==> config.mk <==
export PLATFORM = sky130hd
export DESIGN_NAME = fetch_pc_ctrl
export DESIGN_NICKNAME = d
export VERILOG_FILES = /design/src/rtl/mycpu_pkg.sv /design/src/rtl/fetch_out_buf.sv /design/src/rtl/fetch_pc_ctrl.sv
export SDC_FILE = /design/constraint.sdc
export NUM_CORES = 1
export LEC_CHECK = 0
export CORE_UTILIZATION = 30
export CTS_CLUSTER_SIZE = 40
export DETAILED_ROUTE_END_ITERATION = 12
export GPL_TIMING_DRIVEN = 0
export PLACE_DENSITY_LB_ADDON = 0.2
export SETUP_SLACK_MARGIN = 0.1
export SLEW_MARGIN = 30
export SYNTH_ARGS = -nofsm -noshare
export SYNTH_HDL_FRONTEND = slang
export SYNTH_SLANG_ARGS = --single-unit
==> constraint.sdc <==
create_clock -name clk -period 7 [get_ports clk]
set_input_delay 0.7 -clock clk [delete_from_list [all_inputs] [get_ports clk]]
set_output_delay 0.7 -clock clk [all_outputs]
set_load 0.02 [all_outputs]
**Signal wires by layer**

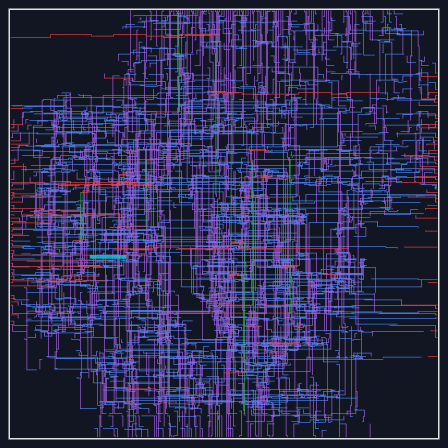
met1 -> blue  # wire length 14900 um
met3 -> red  # wire length 1570 um
met4 -> green  # wire length 744 um
met2 -> purple  # wire length 15700 um
met5 -> cyan  # wire length 13.8 um
combined global-route utilization of all metal layers: 20.6%
Total Routed Length: 32.9 mm

**The clock network**

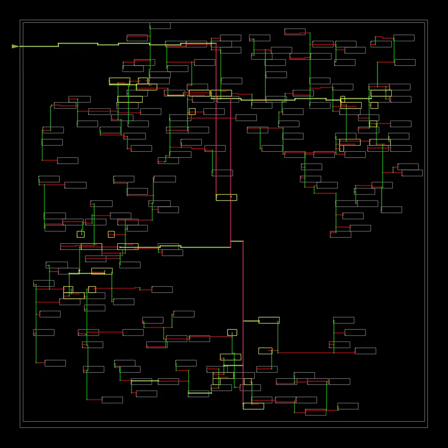
latest clock arrival within the worst-skew pair: 0.45 ns
CLK BUF: 17

**Logic cells by family**

Bar = 50 um.
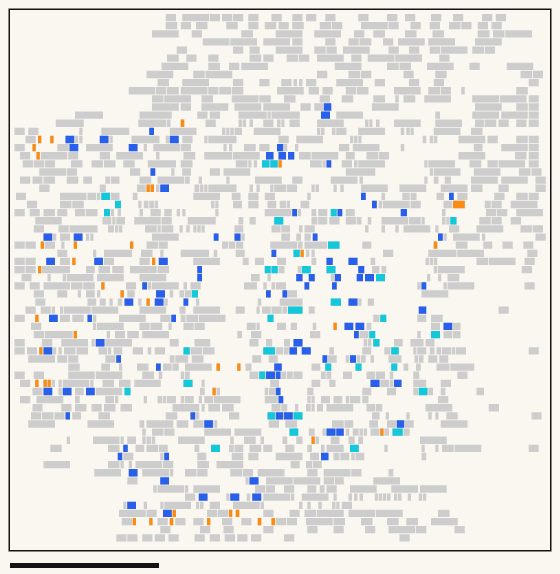
AND and OR gates -> cyan  # cells 39, most used and4_1
inverters -> orange  # cells 41, most used inv_1
inverting AOI/OAI gates -> blue  # cells 99, most used a221oi_1
combinational share of cell area: 38.5%
most common cell after layout, fill and taps aside: sky130_fd_sc_hd__clkdlybuf4s50_1
count of non-filler cells in the finished layout: 1621

==> Table 3: Implementation characteristics <==
Summary of implementation characteristics

Parameter                              Value

Job
  Max-cap violations    0
  Tool warnings    27

Global routing
  Pin count of the biggest net entering global routing    84
  Wire length of the first global-routing pass    50.5 mm
  Via count of the first global-routing pass    8329
  Initial antenna violation count    3
  Overflow after GRT    0

Final layout
  Area growth syn-to-layout    35.6%
  Final layout net count    1346
  Proportion of layout cells with a drive suffix above 1    14.5%
  Filler Cell Count    3088
  Layout Cell Area excl Fill    13000 um2
  Utilization after layout    41.3%

Final timing
  Worst-margin pin slew    0.831 ns
  Final worst hold slack    0.460 ns
  Final Max Slew Viols    0
  Unrepaired setup endpoints after global routing    false
  Final setup violation count    0
  Peak Freq    208 MHz
  Final Cycle Share    68.8%
  Final TNS setup    0 ns
  Fin crit period    4.82 ns
  Post-layout worst setup margin    2.18 ns
  Final setup skew    0.0133 ns
  Final tally of hold violations    0
  Slew Limit Headroom    44.2%

Floorplan
  Top Ports    236
  Chip footprint    32600 um2
  Pre-Place Util    30.4%
  Core region area    31500 um2
  Width of the die    181 um
  Standard-cell rows    65
  Height of the chip    181 um

Routing
  Pre-antenna DRT Iters    5
  Drt initial violations    466
  Drt drc    0
  Detailed-route via count    8157
  Ratio of routed vias to standard cells    5.03
  Wire per inst    20.3 um
  Antenna violation net count after detailed routing    0

Critical path
  Flop2flop setup slack    2.86 ns
  Highest fanout seen on the critical path    10
  Crit path largest cell delay    0.70 ns
  Most frequent cell on the critical path    sky130_fd_sc_hd__buf_6
  Cell Chain, Critical Path    clkdlybuf4s50_1, ha_1, clkbuf_1, nand2_1, nor4b_1, a2bb2oi_1, o21ai_0, or4b_4, nor4_4, nor3_2, buf_6, buf_6, mux2i_1, a221oi_1
  Arrival time of data at the critical path endpoint    5.16 ns
  Kind of critical path    primary input to flip-flop
  CP max-delay cell    sky130_fd_sc_hd__clkdlybuf4s50_1
  Worst EP required    7.34 ns
  Sort of element at the end of the critical path    flip-flop
  Worst r2r path cells    12
  Critical Path Source Type    primary input

CTS
  Root buffer selected by CTS    sky130_fd_sc_hd__clkbuf_16
  Count of clock tree sinks    164
  Post-CTS Setup Inserts    0
  CTS H-Tree Depth    4
  Number of buffers on the longest clock path    2
  Post-CTS sizing    0
  Number of buffers created by CTS    17
  Post-cts hold-fix buffer tally    0
  Clock-pin slew on the worst setup and hold paths    0.07 ns
  Clock tree from TritonCTS    built

Pwr
  Share of total power in sequential cells    37.6%
  Switching share of power    34.8%
  Leakage power figure    5.64 nW
  Worst voltage drop across the vdd grid    0.160 mV
  Comb pwr share    35.1%
  Internal Pwr Total    2.28 mW
  Ratio of total power to cell area    269 nW/um2
  P_sw    1.22 mW
  Clock group share of total power    27.3%
  Total power    3.50 mW

Synthesis
  Gate count of the mapped netlist    956
  Mean area per synthesized cell    10.0 um2
  Flip-flops with a built-in enable    0
  Flop and latch count out of synthesis    164
  Cell type with the largest total area    sky130_fd_sc_hd__dfrtp_1
  Synthesis Warnings    0
  Number of nets at floorplan    1098
  Part of the Yosys area used for sequential elements    43.1%
  Synth async-reset ratio    100%
  Total cell area reported by yosys after synthesis    9580 um2
  Number of cells in Yosys stat    956
  Synth Flop Type    sky130_fd_sc_hd__dfrtp_1
  Netlist cell types    74
  Cell types with the largest area share after synthesis    sky130_fd_sc_hd__dfrtp_1 (38%), sky130_fd_sc_hd__mux2_2 (10%), sky130_fd_sc_hd__nand2_1 (5.3%)
  Mapped Area    9580 um2
  Area fraction of the dominant cell type after synthesis    38.1%

Place
  Quantity of I/O buffers inserted on ports    228
  Gpl congestion    0.887
  Worst Setup Slack post-DPL    1.74 ns
  Number of placed instances, taps included    1587
  Placed standard-cell area    12400 um2
  DP HPWL    25.5 mm

Worst hold path
  Number of cells on the worst hold path    2
  Classification of the worst-slack hold path    flip-flop to flip-flop

Status
  Outcome    completed
-- layout make-up --
type	count	area [um2]	area share [%]
tap	402	503	3.87
timing repair buffer	229	2310	17.8
sequential	164	4130	31.8
multi-input combinational	691	5010	38.5
buffer	60	294	2.26
clock buffer	17	425	3.27
antenna	2	5.00	0.0385
inverter	41	161	1.24
clock inverter	15	158	1.21
-- layer usage --
metal,global-route usage (%),vias to the layer above,wire (um)
met4,7.04,2,743
met3,4.66,37,1570
met2,33.5,216,15700
li1,-,3902,-
met5,0,-,13
met1,26.8,4000,14900
-- placed cells by master (no fill, tap or decap), drive strengths merged, types with 4 or more instances in the layout --
| cell | Yosys | final |
|---|---|---|
| nand2 | 136 | 136 |
| nor2 | 64 | 64 |
| and3 | 8 | 8 |
| a21oi | 13 | 13 |
| or4 | 4 | 4 |
| nor4 | 16 | 16 |
| or2 | 4 | 4 |
| o31ai | 4 | 4 |
| a31oi | 6 | 6 |
| o21ai | 22 | 22 |
| o2111ai | 7 | 7 |
| and4 | 10 | 10 |
| nor3 | 18 | 18 |
| inv | 41 | 50 |
| nand4 | 22 | 22 |
| dfstp | 18 | 18 |
| mux2 | 119 | 119 |
| a221oi | 29 | 29 |
| xnor2 | 50 | 50 |
| ha | 4 | 4 |
| xor2 | 34 | 34 |
| clkbuf | 41 | 58 |
| nor4b | 4 | 4 |
| mux2i | 34 | 34 |
| clkdlybuf4s50 | 0 | 228 |
| o22ai | 5 | 5 |
| buf | 19 | 20 |
| nand3 | 25 | 25 |
| nand3b | 4 | 4 |
| or3 | 4 | 4 |
| dfrtp | 146 | 146 |
-- critical path: cells and delay by family --
kind | cells | cell delay [ns]
AOI/OAI and AO/OA | 3 | 0.84
buffers and inverters | 4 | 1.49
muxes | 1 | 0.13
and+or+nand+nor | 5 | 1.73
adders and majority gates | 1 | 0.24
-- Yosys cell counts, drive strengths merged (4+ instances only) --
library cell,instances
inv,41
and3,8
nand3,25
o31ai,4
and4,10
a31oi,6
or3,4
o2111ai,7
mux2i,34
mux2,119
dfstp,18
o22ai,5
ha,4
nor2,64
nor3,18
or4,4
nand3b,4
buf,19
nor4b,4
a21oi,13
nand2,136
dfrtp,146
nor4,16
xnor2,50
clkbuf,41
a221oi,29
xor2,34
nand4,22
o21ai,22
or2,4
-- power by group through the flow --
stage	clock, mW	combinational (mW)	sequential [mW]
global placement	0	1.23	1.33
CTS	0.979	1.24	1.32
finish	0.954	1.23	1.32
global route	1.02	1.32	1.35
detailed placement	0	1.23	1.34
floorplan	0	0.476	1.49
-- kinds of logic after synthesis --
logic type	Yosys count	share of synthesized area (%)
buffers and inverters	101	4.68
AND/OR/NAND/NOR	336	17.7
XOR/XNOR	85	7.92
adder cells (fa/ha/maj)	4	0.522
AND-OR/OR-AND	113	8.57
multiplexers	153	17.6
flip-flops	164	43.1
Power is estimated from default activity; no workload was simulated.
